[config.mk]
export PLATFORM = sky130hd
export DESIGN_NAME = adder_axis_multi
export DESIGN_NICKNAME = d
export VERILOG_FILES = /design/src/rtl/adder_axis_multi.sv
export SDC_FILE = /design/constraint.sdc
export NUM_CORES = 1
export LEC_CHECK = 0
export CAP_MARGIN = 40
export CORE_ASPECT_RATIO = 1.75
export CORE_MARGIN = 2
export CORE_UTILIZATION = 30
export DETAILED_ROUTE_END_ITERATION = 16
export GPL_TIMING_DRIVEN = 0
export PLACE_DENSITY = 0.56
export SETUP_SLACK_MARGIN = 0.5
export SLEW_MARGIN = 10
export SYNTH_ARGS = -nofsm -noshare
export SYNTH_HDL_FRONTEND = slang
export SYNTH_SLANG_ARGS = --single-unit
[constraint.sdc]
create_clock -name aclk -period 4.3 [get_ports aclk]
set_input_delay 0.43 -clock aclk [delete_from_list [all_inputs] [get_ports aclk]]
set_output_delay 0.43 -clock aclk [all_outputs]
set_load 0.02 [all_outputs]
[src/rtl/adder_axis_multi.sv]
// adder_axis_multi: N-channel AXI-Stream joining adder.
// Each input channel has its own FIFO, so channels stall independently. One registered sum
// is emitted per complete operand set (one beat from every channel), at up to one per clock.
// Optional feature: define ADDER_AXIS_CNT_EN to add the 32-bit output transfer counter
// trans_cnt_o. When it is undefined, the port and the counter are absent.
module adder_axis_multi #(
  parameter int unsigned WIDTH      = 8,
  parameter int unsigned N_CH       = 4,
  parameter int unsigned FIFO_DEPTH = 4,
  localparam int unsigned OUT_WIDTH = WIDTH + $clog2(N_CH)
) (
  input  logic                  aclk,
  input  logic                  areset,
  input  logic [N_CH*WIDTH-1:0] data_i_tdata,
  input  logic [N_CH-1:0]       data_i_tvalid,
  output logic [N_CH-1:0]       data_i_tready,
  output logic [OUT_WIDTH-1:0]  data_o_tdata,
  output logic                  data_o_tvalid,
  input  logic                  data_o_tready
`ifdef ADDER_AXIS_CNT_EN
  ,
  output logic [31:0]           trans_cnt_o
`endif
);

  // One extra pointer bit tells a full FIFO apart from an empty one.
  localparam int unsigned AddrW = (FIFO_DEPTH > 1) ? $clog2(FIFO_DEPTH) : 1;
  localparam int unsigned PtrW  = AddrW + 1;

  logic [N_CH-1:0]       push;
  logic [N_CH-1:0]       empty;
  logic [N_CH-1:0]       full;
  logic [N_CH*WIDTH-1:0] head;
  logic                  all_avail;
  logic                  fire;
  logic [OUT_WIDTH-1:0]  head_sum;

  logic                  tvalid_q, tvalid_d;
  logic [OUT_WIDTH-1:0]  tdata_q, tdata_d;

  // Per-channel operand FIFO; all FIFOs pop together on fire.
  for (genvar k = 0; k < N_CH; k++) begin : g_ch
    logic [WIDTH-1:0] mem_q [FIFO_DEPTH];
    logic [PtrW-1:0]  wptr_q, wptr_d;
    logic [PtrW-1:0]  rptr_q, rptr_d;

    // Pointer advance on push / pop; both may happen in the same cycle.
    always_comb begin
      wptr_d = wptr_q;
      rptr_d = rptr_q;
      if (push[k]) begin
        wptr_d = wptr_q + PtrW'(1);
      end
      if (fire) begin
        rptr_d = rptr_q + PtrW'(1);
      end
    end

    // Pointer registers; reset empties the FIFO and discards buffered operands.
    always_ff @(posedge aclk or posedge areset) begin
      if (areset) begin
        wptr_q <= '0;
        rptr_q <= '0;
      end else begin
        wptr_q <= wptr_d;
        rptr_q <= rptr_d;
      end
    end

    // Storage array; contents are only meaningful between the pointers, so no reset.
    always_ff @(posedge aclk) begin
      if (push[k]) begin
        mem_q[wptr_q[AddrW-1:0]] <= data_i_tdata[k*WIDTH +: WIDTH];
      end
    end

    assign empty[k] = (wptr_q == rptr_q);
    assign full[k]  = (wptr_q[AddrW] != rptr_q[AddrW]) &&
                      (wptr_q[AddrW-1:0] == rptr_q[AddrW-1:0]);
    // Ready comes from registered pointers only; a same-cycle pop does not free the slot.
    assign push[k]  = data_i_tvalid[k] && !full[k];
    assign head[k*WIDTH +: WIDTH] = mem_q[rptr_q[AddrW-1:0]];
  end

  assign data_i_tready = ~full;

  // A set is complete when every FIFO holds a head; the output slot must be free or draining.
  assign all_avail = &(~empty);
  assign fire      = all_avail && (!tvalid_q || data_o_tready);

  // Zero-extended sum of all heads; OUT_WIDTH is wide enough that it cannot overflow.
  always_comb begin
    head_sum = '0;
    for (int unsigned k = 0; k < N_CH; k++) begin
      head_sum = head_sum + OUT_WIDTH'(head[k*WIDTH +: WIDTH]);
    end
  end

  // Output slot next state: load on fire, clear valid once consumed, otherwise hold.
  always_comb begin
    tvalid_d = tvalid_q;
    tdata_d  = tdata_q;
    if (fire) begin
      tvalid_d = 1'b1;
      tdata_d  = head_sum;
    end else if (data_o_tready) begin
      tvalid_d = 1'b0;
    end
  end

  // Output register; reset drops any pending beat.
  always_ff @(posedge aclk or posedge areset) begin
    if (areset) begin
      tvalid_q <= 1'b0;
      tdata_q  <= '0;
    end else begin
      tvalid_q <= tvalid_d;
      tdata_q  <= tdata_d;
    end
  end

  assign data_o_tvalid = tvalid_q;
  assign data_o_tdata  = tdata_q;

`ifdef ADDER_AXIS_CNT_EN
  logic [31:0] cnt_q;

  // Count completed output transfers; wraps naturally at 2^32.
  always_ff @(posedge aclk or posedge areset) begin
    if (areset) begin
      cnt_q <= '0;
    end else if (tvalid_q && data_o_tready) begin
      cnt_q <= cnt_q + 32'd1;
    end
  end

  assign trans_cnt_o = cnt_q;
`endif

endmodule

### Where the registers sit

Drawn at 2 px/um. Other sequential cells in the stronger grey, the rest of the logic in the fainter grey.
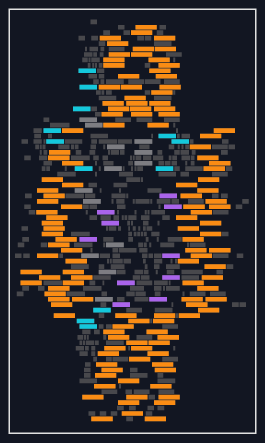
`g_ch.mem_q` -> orange  # placed flops 128, where all over the die
`g_ch.wptr_q` -> cyan  # placed flops 12
`data_o_tdata` -> purple  # placed flops 10, where middle
not coloured = 13

### Sizing map

Drawn at 2 px/um.
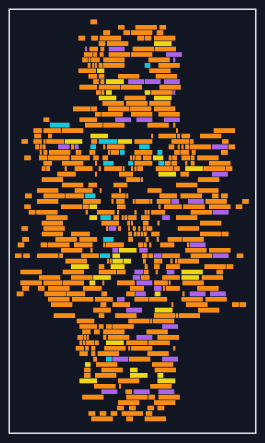
x2 -> purple  # cells 42
x1 and smaller -> orange  # cells 413
x6 and larger -> yellow  # cells 34
x3 and x4 -> cyan  # cells 15

==> state kept, by name (all words and copies together) (netlist names) <==
signal         flops
g_ch.rptr_q       12
data_o_tdata      10
data_o_tvalid      1
g_ch.wptr_q       12
g_ch.mem_q       128
==> final timing paths <==
path                                                     from                             to  slack (ns)
worst max-delay path            g_ch[2].rptr_q[0]$_DFFE_PP0P_    data_o_tdata[7]$_DFFE_PP0P_        0.70
worst min-delay path                                   areset  g_ch[2].wptr_q[1]$_DFFE_PP0P_        0.46
worst max register to register  g_ch[2].rptr_q[0]$_DFFE_PP0P_    data_o_tdata[7]$_DFFE_PP0P_        0.70
worst min register to register  g_ch[2].wptr_q[2]$_DFFE_PP0P_  g_ch[2].wptr_q[2]$_DFFE_PP0P_        0.49
max in group asynchronous                              areset  g_ch[0].wptr_q[1]$_DFFE_PP0P_        3.34
min in group aclk               g_ch[2].wptr_q[2]$_DFFE_PP0P_  g_ch[2].wptr_q[2]$_DFFE_PP0P_        0.49
==> metrics by stage <==
stage / cell area (sq um) / hold slack [ns] / worst slack (ns) / util (%)
after global routing: 8889 / 0.5071 / 0.4894 / 37.00
after detailed placement: 8280 / 0.4802 / 0.4153 / 34.47
after global placement: 8280 / 0.4747 / 0.3682 / 34.47
after floorplan: 7365 / 0.4604 / 0.7705 / -
final: 8889 / 0.4588 / 0.6961 / 37.00
after CTS: 8857 / 0.4910 / 0.5290 / 36.87
==> routing by layer <==
layer / track usage (%) / vias up / wire length [um] / share of wire (%)
met5: 0 / - / 0 / 0
li1: - / 1690 / - / -
met2: 20.94 / 64 / 7709 / 55
met4: 6.262 / 0 / 406 / 2.9
met3: 2.511 / 20 / 447 / 3.2
met1: 13.40 / 1811 / 5486 / 39
==> run_results.csv <==
group,metric,value,unit
status,status,"completed",
layout,logic_area,2362,sq um
layout,nMultiInputCombCells,197,
layout,sh_comb_area,26.58,%
route,wl_per_cell,17.30,um
critical_path,cp_slowest_cell,"mux4_2",
critical_path,worstRegToRegCells,13,
critical_path,critical_path.max_stage_delay,0.51,ns
layout,regArea,4720,sq um
cts,post_cts_resized,4,
layout,n_fill_cell,2285,
layout,seq_cells,163,
cts,cts_tree,"built",
yosys,ys_async_sr_fraction,21.47,%
critical_path,path_cells,"buf_12 > mux4_2 > inv_2 > fa_1 > inv_1 > fa_1 > ha_2 > fa_2 > a211oi_2 > nor2_1 > o21ai_1 > a21boi_0 > mux2_4",
route,viasPerCell,4.415,
critical_path,cp.arrival,3.92,ns
yosys,syn_inst,418,
floorplan,die_y,211.3,um
yosys,ys_warn_count,0,
placed_design,hpwlAfterDp,10.28,mm
yosys,syn-cell-area,7365,sq um
min_path,hold_class,"in -> async",
yosys,ys_area,7365,sq um
layout,drive_gt1_share,18.06,%
timing,finalCritPeriodShare,83.81,%
floorplan,nWellTaps,308,
grt,grt_pass1_vias,4001,
layout,insertedDiodeCount,0,
placed_design,portBuffers,53,
critical_path,cp_max_fo,10,
placed_design,dp_cells,779,
yosys,ys_ff,163,
layout,clockNetworkAreaShare,6.447,%
timing,drv_slew,0,
timing,setup_viol,0,
layout,nClkBuffers,18,
layout,signal_buffers,64,
critical_path,critPathTopFamily,"adder cells",
layout,nonClkBufAreaFrac,7.517,%
critical_path,crit_buf_inv,3,
grt,grt_max_degree,36,
route,num_vias,3585,
yosys,yosys-top-cells-count,"edfxtp_1 (128), inv_1 (48), dfrtp_1 (35)",
layout,inv_count,48,
grt,grtUsageTotal,11.94,%
layout,seq_area_share,53.10,%
yosys,mux_area_share,12.69,%
floorplan,core,24020,sq um
layout,syn2layout_area_growth,20.69,%
cts,insertion_delay,0.44,ns
job,cap_violations,0,
placed_design,gp_congestion,0.7900,
floorplan,fp_util,30.66,%
